==> config.mk <==
export PLATFORM = sky130hd
export DESIGN_NAME = sync_fifo_param
export DESIGN_NICKNAME = d
export VERILOG_FILES = /design/src/rtl/sync_fifo_param.sv
export SDC_FILE = /design/constraint.sdc
export NUM_CORES = 1
export LEC_CHECK = 0
export CAP_MARGIN = 25
export CORE_MARGIN = 5
export CORE_UTILIZATION = 59
export DETAILED_ROUTE_END_ITERATION = 12
export GPL_TIMING_DRIVEN = 0
export PLACE_DENSITY = 0.9
export SLEW_MARGIN = 20
export SYNTH_ARGS = -nofsm -noshare
export SYNTH_HDL_FRONTEND = slang
export SYNTH_SLANG_ARGS = --single-unit
==> constraint.sdc <==
create_clock -name clk -period 7.6 [get_ports clk]
set_input_delay 1.52 -clock clk [delete_from_list [all_inputs] [get_ports clk]]
set_output_delay 1.52 -clock clk [all_outputs]
set_load 0.02 [all_outputs]
**Run 1: routing congestion map**

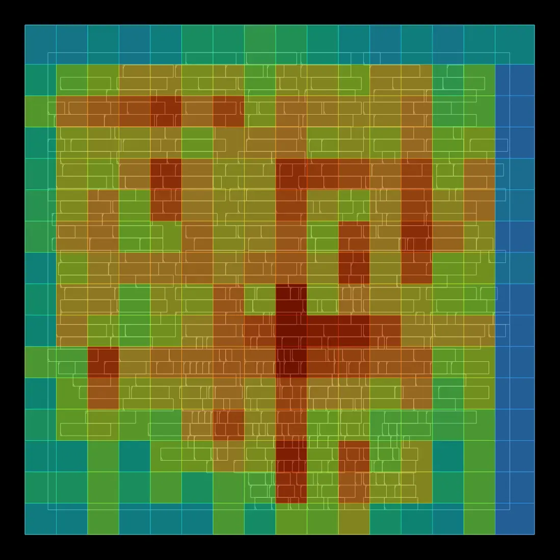
overall routing resource usage: 21.4%
GRT busiest layer: met2
final core occ: 70.6%
met3 layer usage reported by global route: 7.01%

**Run 1: the metal 3 layer**

Drawn at 4 px/µm.
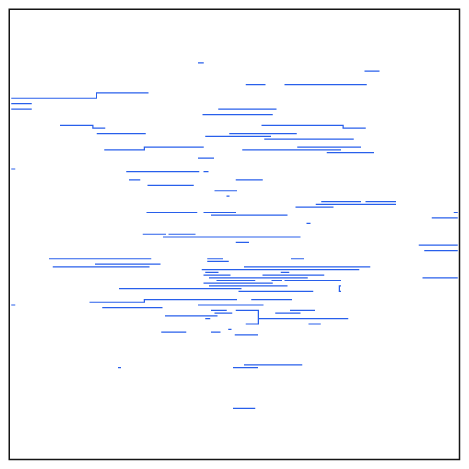
nets with wire on the layer = 60
wire length on this layer = 1000 µm
longest straight run = 39.1 µm
main direction = horizontal
final WL: 12.7 mm
total number of vias: 3318

**Run 1: cells by drive strength**

Drawn at 3 px/µm.
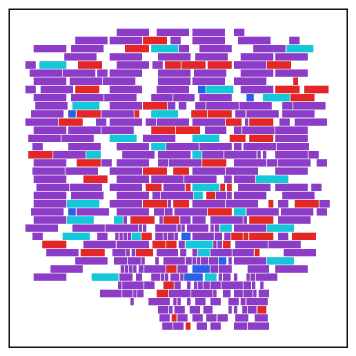
blue -> x3 and x4  # cells 8, share 2.0%
purple -> x1 and smaller  # cells 301, share 76%
cyan -> x6 and larger  # cells 28, share 7.0%
red -> x2  # cells 61, share 15%
final instance area: 7220 µm²
area overhead of the layout relative to synthesis: 17.3%

==> impl_summary.log, run 1 <==
[metrics] run summary
[metrics] antenna fix cells: 0
[metrics] CTS Root Buffer Type: clkbuf_8
[metrics] antenna violations before repair: 0
[metrics] number of flip-flops in the largest register: 128
[metrics] area leader, netlist: edfxtp_1
[metrics] YS chip area: 6160 µm²
[metrics] peak ir drop on the vdd network: around 0.21 mV
[metrics] length in cells of the worst reg-to-reg path: 11
[metrics] clock latency on the worst-skew pair: 530 ps
[metrics] fill cell count: 607
[metrics] clk_buf instances: 19
[metrics] crit path setup slack, layout: 3670 ps
[metrics] gate count after technology mapping: ~340
[metrics] critical path launch point type: flop
[metrics] core area: 10200 µm²
[metrics] most common logic cells in the final layout: 128 x edfxtp_1, 32 x mux4_2, 29 x clkdlybuf4s50_1
[metrics] unrepaired setup endpoints after global routing: false
[metrics] run status: finished, final reports clean
[metrics] I/O pins: 31
[metrics] Starting Density: between 60% and 70%
[metrics] number of remaining DRC errors: 0
[metrics] post-CTS setup-driven buffer insertion count: 0
[metrics] Total Power: ~0.0023 W
[metrics] combinational gate area: 1730 µm²
[metrics] Non-Clock Inverter Count: 6
[metrics] number of port buffers: 29
[metrics] DP Wirelength: roughly 8 mm
[metrics] total placed instance area: 6650 µm²
[metrics] Sequential Area: 4300 µm²
[metrics] proportion of synthesized chip area in sequential cells: 69.9%
[metrics] Max stage delay on crit path: between 600 and 700 ps
[metrics] largest net degree at the start of global routing: 17
[metrics] pre-CTS WS: 3320 ps
[metrics] number of stages on the worst hold path: 2
## run 1: power breakdown
group,switching [W],internal [W],total [W]
clock,0.000334,0.000479,0.000813
combinational,0.000253,0.000215,0.000469
sequential,0.0000348,0.000934,0.000969
total,0.000622,0.00163,0.00225
## run 1: cell families after synthesis
logic type	Yosys count	share of synthesized area [%]
adder cells (fa/ha/maj)	10	2.15
XOR/XNOR	5	0.711
flip-flops	151	69.9
buffers and inverters	27	2.30
AND-OR/OR-AND	29	4.84
AND/OR/NAND/NOR	60	4.82
multiplexers	54	15.3
## run 1: metal layers
metal / vias up / share of wire [%] / GRT usage, %
li1: 1439 / - / -
met1: 1696 / 40 / 28.3
met2: 155 / 51 / 34.1
met3: 28 / 7.9 / 7.01
met4: 0 / 1.9 / 6.65
met5: - / 0 / 0
==> inputs of run 2 (changes only) <==
clock period = 4 ns   (was 7.6 ns; I/O delays follow)
**Run 2: cells by drive strength**

Drawn at 3 px/µm.
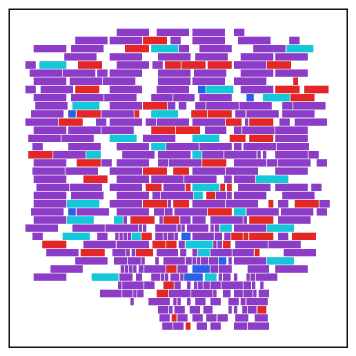
purple -> x1 and smaller  # cells 301, share 76%
blue -> x3 and x4  # cells 8, share 2.0%
red -> x2  # cells 61, share 15%
cyan -> x6 and larger  # cells 28, share 7.0%
crit path setup slack, layout: 670 ps
number of non-clock buffers in the layout: 51

==> run 2 against run 1 <==
  * Die size is the same
  * Sequential power grew about 90%
  * Final cell count is the same
  * Clock skew is the same
  * Clock power grew 89%
  * Final area is the same
  * Largest cell class unchanged
  * Critical path depth grew 7
  * Power grew 90%
==> impl_summary.log, run 2 <==
[metrics] run summary
[metrics] share of post-route cells with drive strength above 1: 24.4%
[metrics] GRT busiest layer: met2
[metrics] slew at the pin closest to its max-slew limit: 929 ps
[metrics] Internal Pwr Total: 0.00309 W
[metrics] max-cap viol count: 0
[metrics] run status: finished, final reports clean
[metrics] fill cell count: 607
[metrics] proportion of synthesized chip area in sequential cells: 69.9%
[metrics] antenna violations before repair: 0
[metrics] total number of vias: 3318
[metrics] combinational gate area: 1730 µm²
[metrics] area leader, netlist: edfxtp_1
[metrics] number of setup violations in the final report: 0
[metrics] antenna fix cells: 0
[metrics] DP Wirelength: 8.01 mm
[metrics] Die Width: 112 µm
[metrics] number of stages on the worst hold path: 2
[metrics] clock group power: 0.00154 W
[metrics] met3 layer usage reported by global route: 7.01%
[metrics] Max stage delay on crit path: 570 ps
[metrics] met3 routed WL: 1.00 mm
[metrics] wire length of the first global-routing pass: 19.8 mm
[metrics] overall routing resource usage: 21.4%
[metrics] maximum fanout along the worst path: 10
[metrics] core area: 10200 µm²
[metrics] met2 Usage GRT: 34.1%
[metrics] peak ir drop on the vdd network: just over 0.4 mV
[metrics] uppermost routed layer: met4
[metrics] CTS Root Buffer Type: clkbuf_8
[metrics] count of flip-flops with a built-in enable after synthesis: 128
[metrics] number of flip-flops in the largest register: about 130
[metrics] switching power: 0.00118 W
[metrics] leading power group: registers
[metrics] routed length on met2: 6.42 mm
[metrics] largest net degree at the start of global routing: 17
[metrics] post-CTS setup-driven buffer insertion count: 0
[metrics] number of remaining DRC errors: 0
[metrics] Starting Density: between 60% and 70%
[metrics] unrepaired setup endpoints after global routing: false
[metrics] Total Power: 0.00428 W
[metrics] Async S/R FF share, synth: 0%
[metrics] most common logic cells in the final layout: 128 x edfxtp_1, 32 x mux4_2, 29 x clkdlybuf4s50_1
[metrics] sequential group power: 0.00184 W
[metrics] final hold vios: 0
[metrics] number of port buffers: 29
[metrics] clock latency on the worst-skew pair: approximately 530 ps
[metrics] switch share: between 20% and 30%
[metrics] clk_buf instances: 19
[metrics] Sequential Area: 4300 µm²
[metrics] I/O pins: 31
[run 2: cell counts after synthesis]
Identical to the previous run, type by type.
[run 2: cells by family after synthesis]
family	synth area share (%)
AOI/OAI and AO/OA	4.84
xor gates and xnor gates	0.711
adders and majority gates	2.15
buffers and inverters	2.30
DFF	69.9
muxes	15.3
and+or+nand+nor	4.82
[run 2: per-stage QoR]
step	cell area, µm²	util, %	setup WS [ps]	hold WS (ps)	instances
2_1_floorplan	6160	-	928	469	336
3_3_place_gp	6620	64.7	374	484	501
3_5_place_dp	6650	65.0	442	515	502
4_1_cts	7220	70.6	665	519	534
5_1_grt	7220	70.6	515	577	534
6_report	7220	70.6	670	522	534
Power and IR drop assume default switching activity.
